==> src/rtl/stream_window_buffer.sv <==
// Circular sample buffer that turns a valid/ready sample stream into registered
// N-tap sliding windows (oldest tap at the low bits), one window every STRIDE samples.
module stream_window_buffer #(
    parameter int DATA_W = 8,
    parameter int DEPTH  = 24,
    parameter int N      = 8,
    parameter int STRIDE = 1
) (
    input  logic                      clk,
    input  logic                      rst_n,
    input  logic                      clear,
    input  logic                      in_valid,
    output logic                      in_ready,
    input  logic [DATA_W-1:0]         in_data,
    output logic                      out_valid,
    input  logic                      out_ready,
    output logic [N*DATA_W-1:0]       out_window,
    output logic [$clog2(N+1)-1:0]    fill_level
);

    localparam int PTR_W = (DEPTH > 1) ? $clog2(DEPTH) : 1;
    localparam int CNT_W = $clog2(N + 1);
    localparam int SC_W  = (STRIDE > 1) ? $clog2(STRIDE) : 1;

    localparam logic [PTR_W-1:0] PTR_LAST = PTR_W'(DEPTH - 1);
    localparam logic [CNT_W-1:0] CNT_FULL = CNT_W'(N);
    localparam logic [CNT_W-1:0] CNT_PRE  = CNT_W'(N - 1);
    localparam logic [SC_W-1:0]  SC_LAST  = SC_W'(STRIDE - 1);

    if (DEPTH < N || N < 2 || STRIDE < 1 || STRIDE > N) begin : g_param_err
        $error("stream_window_buffer: need N >= 2, DEPTH >= N and 1 <= STRIDE <= N");
    end

    logic [DATA_W-1:0]   mem_q [DEPTH];
    logic [PTR_W-1:0]    wr_ptr_q, wr_ptr_d;
    logic [CNT_W-1:0]    count_q, count_d;
    logic [SC_W-1:0]     stride_cnt_q, stride_cnt_d;
    logic                out_valid_q, out_valid_d;
    logic [N*DATA_W-1:0] window_q, window_d;
    logic [N*DATA_W-1:0] taps_s;
    logic                accept_s;
    logic                emit_s;

    // Modular subtraction that works for any DEPTH, not just powers of two.
    function automatic logic [PTR_W-1:0] tap_addr(input logic [PTR_W-1:0] ptr,
                                                  input int unsigned      back);
        logic [PTR_W:0] p;
        logic [PTR_W:0] b;
        p = {1'b0, ptr};
        b = (PTR_W + 1)'(back);
        if (p >= b) begin
            return PTR_W'(p - b);
        end else begin
            return PTR_W'(p + (PTR_W + 1)'(DEPTH) - b);
        end
    endfunction

    assign in_ready   = !out_valid_q || out_ready;
    assign accept_s   = in_valid && in_ready && !clear;
    assign out_valid  = out_valid_q;
    assign out_window = window_q;
    assign fill_level = count_q;

    // Gather the N-1 older samples from memory; the newest tap bypasses from in_data.
    always_comb begin
        taps_s = '0;
        for (int i = 0; i < N - 1; i++) begin
            taps_s[i*DATA_W +: DATA_W] = mem_q[tap_addr(wr_ptr_q, N - 1 - i)];
        end
        taps_s[(N-1)*DATA_W +: DATA_W] = in_data;
    end

    // Next-state logic for pointer, fill count, stride counter and output window.
    always_comb begin
        wr_ptr_d     = wr_ptr_q;
        count_d      = count_q;
        stride_cnt_d = stride_cnt_q;
        out_valid_d  = out_valid_q;
        window_d     = window_q;
        emit_s       = 1'b0;

        if (clear) begin
            wr_ptr_d     = '0;
            count_d      = '0;
            stride_cnt_d = '0;
            out_valid_d  = 1'b0;
        end else begin
            if (accept_s) begin
                wr_ptr_d = (wr_ptr_q == PTR_LAST) ? '0 : wr_ptr_q + 1'b1;
                if (count_q != CNT_FULL) begin
                    count_d = count_q + 1'b1;
                end else begin
                    count_d = count_q;
                end
                if (count_q == CNT_PRE) begin
                    emit_s = 1'b1;
                end else if (count_q == CNT_FULL && stride_cnt_q == SC_LAST) begin
                    emit_s = 1'b1;
                end else begin
                    emit_s = 1'b0;
                end
            end else begin
                wr_ptr_d = wr_ptr_q;
            end

            if (emit_s) begin
                stride_cnt_d = '0;
            end else if (accept_s && count_q == CNT_FULL) begin
                stride_cnt_d = stride_cnt_q + 1'b1;
            end else begin
                stride_cnt_d = stride_cnt_q;
            end

            // A window loading in the same cycle as a handoff keeps out_valid high.
            if (emit_s) begin
                out_valid_d = 1'b1;
                window_d    = taps_s;
            end else if (out_ready) begin
                out_valid_d = 1'b0;
            end else begin
                out_valid_d = out_valid_q;
            end
        end
    end

    // Control and output registers.
    always_ff @(posedge clk or negedge rst_n) begin
        if (!rst_n) begin
            wr_ptr_q     <= '0;
            count_q      <= '0;
            stride_cnt_q <= '0;
            out_valid_q  <= 1'b0;
            window_q     <= '0;
        end else begin
            wr_ptr_q     <= wr_ptr_d;
            count_q      <= count_d;
            stride_cnt_q <= stride_cnt_d;
            out_valid_q  <= out_valid_d;
            window_q     <= window_d;
        end
    end

    // Sample storage; contents survive reset and clear.
    always_ff @(posedge clk) begin
        if (accept_s) begin
            mem_q[wr_ptr_q] <= in_data;
        end
    end

endmodule

==> config.mk <==
export PLATFORM = sky130hd
export DESIGN_NAME = stream_window_buffer
export DESIGN_NICKNAME = d
export VERILOG_FILES = /design/src/rtl/stream_window_buffer.sv
export SDC_FILE = /design/constraint.sdc
export NUM_CORES = 1
export LEC_CHECK = 0
export CAP_MARGIN = 20
export CORE_MARGIN = 2
export CORE_UTILIZATION = 63
export CTS_BUF_LIST = sky130_fd_sc_hd__clkbuf_8
export CTS_CLUSTER_DIAMETER = 60
export CTS_CLUSTER_SIZE = 12
export DETAILED_ROUTE_END_ITERATION = 16
export GPL_ROUTABILITY_DRIVEN = 1
export PLACE_DENSITY = 0.89
export SLEW_MARGIN = 40
export SYNTH_ARGS = -nofsm -noshare
export SYNTH_HDL_FRONTEND = slang
export SYNTH_SLANG_ARGS = --single-unit
==> constraint.sdc <==
create_clock -name clk -period 4.31 [get_ports clk]
set_input_delay 0.6465 -clock clk [delete_from_list [all_inputs] [get_ports clk]]
set_output_delay 0.6465 -clock clk [all_outputs]
set_load 0.005 [all_outputs]
ff_map.png
Bar = 50 µm.
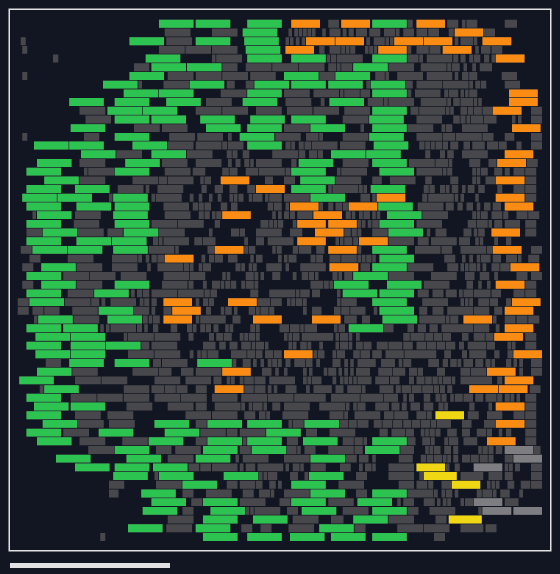
[orange] `out_window` | flops: 64
[green] `mem_q` | flops: 192 | where: spread over the die
[yellow] `wr_ptr_q` | flops: 5 | where: bottom right

closeup.png
Window x 22 to 62, y 107 to 147 µm. Cells in gray, sequential cells in the stronger gray; small squares are vias.
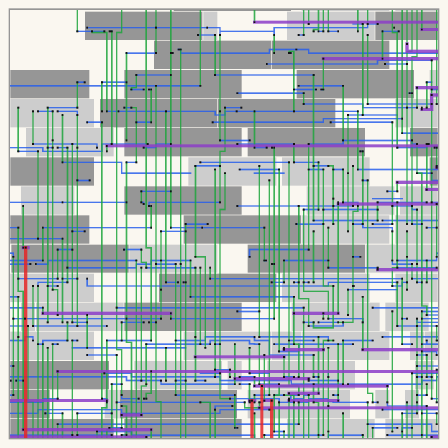
[blue] M1
[red] M4
[purple] M3
[green] M2
netlist names of flops here include: `mem_q` (23)
most frequent: edfxtp_1 (23), mux4_2 (20), nand2_1 (6)
cells with their middle in the window: 59
sequential cells in the window: 23

==> impl_metrics.ini <==
; yosys + openroad results
[status]
outcome = finished clean

[yosys]
post_synth_num_cell_types = 57
postSynthRegisterBits = 267
ys_cells = 1312
xor_area_share_pct = 1.37
avgSynthCellArea_um2 = 13.1
edf_count = 192
ys_sh_aoi_pct = 7.53
synthTopLogicFamily = multiplexers
ys_sh_simple_pct = 10.5
ys.flop_type = edfxtp_1
ys_area_um2 = 17100
yosys_warnings = 0

[grt]
grt_pass1_vias = 12300
grt_max_degree = 114
antenna_found_initial = 2
grt_usage_pct = 39.7

[placement]
dp_slack_ps = 926
dp.cells = 1696
io_buffers = 82
placed_area_um2 = 18500

[final_layout]
top_area_cell_class = logic gates
buffer_area_share_pct = 7.02
areaGrowthSynthToFinish_pct = 10.9
seq_share_pct = 40.3
sh_comb_area_pct = 47.5
instances_no_fill = 1748
nNonClkInverters = 10
nNonClkBuffers = 149
design.seq.count = 267
regArea_um2 = 7650
num_antenna_cells = 0
final_cell_area_um2 = 19000

[route]
viasPerCell = 7.61
drc = 0
vias = 13300

[clock_network]
cts_root_buffer = clkbuf_8
post_cts_buffers = 0
htreeDepth = 1
cts.hold.buffers_added = 0
clock-sinks = 267
cts_buffers = 28
clock_latency_ps = 610

[critical_path]
cp-end-kind = register
crit_end = out_window[35]
setup.worst_path.start = wr_ptr_q[2]
cp-start-kind = register
ff2ff_path_depth = 8
worstPathArrival_ps = 3960
rr_startpoint = wr_ptr_q[2]

[timing]
fin_crit_sh_pct = 81.7
worst_slew_pin_slew_ps = 881
hold_slack_ps = 74.7
setup_viol = 0
clock-skew-final_ps = 24.5
rsz0062_at_grt = false
finalHoldViolCount = 0

[die]
fp.coreArea_um2 = 26800
dieArea_um2 = 28500
num_io_pins = 83
nWellTaps = 341
fp_util_pct = 63.9
die_h_um = 169
num_rows = 60

[power]
peakVddDrop_mv = 0.346
powerDensity_nw_per_um2 = 286
power_mw = 5.44

[job]
maxCapViolCount = 0

[hold_path]
hp-class = in -> async
flip-flops by register name, summed over array words and instances, names as in the netlist:
signal        flops
out_window       64
mem_q           192
stride_cnt_q      1
out_valid         1
wr_ptr_q          5
fill_level        4
per-layer routing:
layer	vias up	track usage (%)	part of all wire, %
li1	5302	-	-
met1	6515	52.5	33
met5	-	0	0.10
met2	1248	58.3	43
met3	226	15.4	17
met4	4	19.2	6.8
critical path: stages, from the launching register on:
cell      delay, ps
dfrtp_1         390
inv_1           480
ha_1            400
nand3b_1        260
a211o_1         380
nand2_2         310
mux2_2          380
o21ai_0         630
o31ai_1         110
synthesized netlist by cell type, drive strengths merged (2+ instances only):
cell | instances | area share (%)
a21boi | 14 | 0.61
inv | 9 | 0.20
or3 | 11 | 0.40
a21oi | 61 | 1.8
nand3b | 5 | 0.22
buf | 66 | 2.3
a41o | 2 | 0.12
o22a | 8 | 0.41
a31oi | 10 | 0.37
o31ai | 8 | 0.35
o21ai | 43 | 1.3
dfrtp | 75 | 11
nand3 | 23 | 0.67
clkbuf | 40 | 0.88
a31o | 16 | 0.82
xnor2 | 18 | 1.0
a211o | 2 | 0.10
and2 | 4 | 0.15
nand4 | 10 | 0.37
a22oi | 2 | 0.12
mux4 | 200 | 26
xor2 | 7 | 0.36
and3 | 27 | 0.99
o221a | 6 | 0.39
nor4 | 7 | 0.26
mux2 | 19 | 1.3
mux2i | 60 | 3.5
nor3 | 7 | 0.20
nand2b | 5 | 0.18
edfxtp | 192 | 34
nand2 | 250 | 5.5
or4 | 8 | 0.35
o211ai | 8 | 0.35
nor2 | 50 | 1.1
ha | 20 | 1.5
a22o | 10 | 0.51
where the power goes:
group	switching (mW)	internal, mW	total (mW)
Clock	0.924	0.668	1.59
Sequential	0.0199	2.77	2.79
Combinational	0.605	0.453	1.06
Total	1.55	3.89	5.44
Power is estimated from default activity; no workload was simulated.
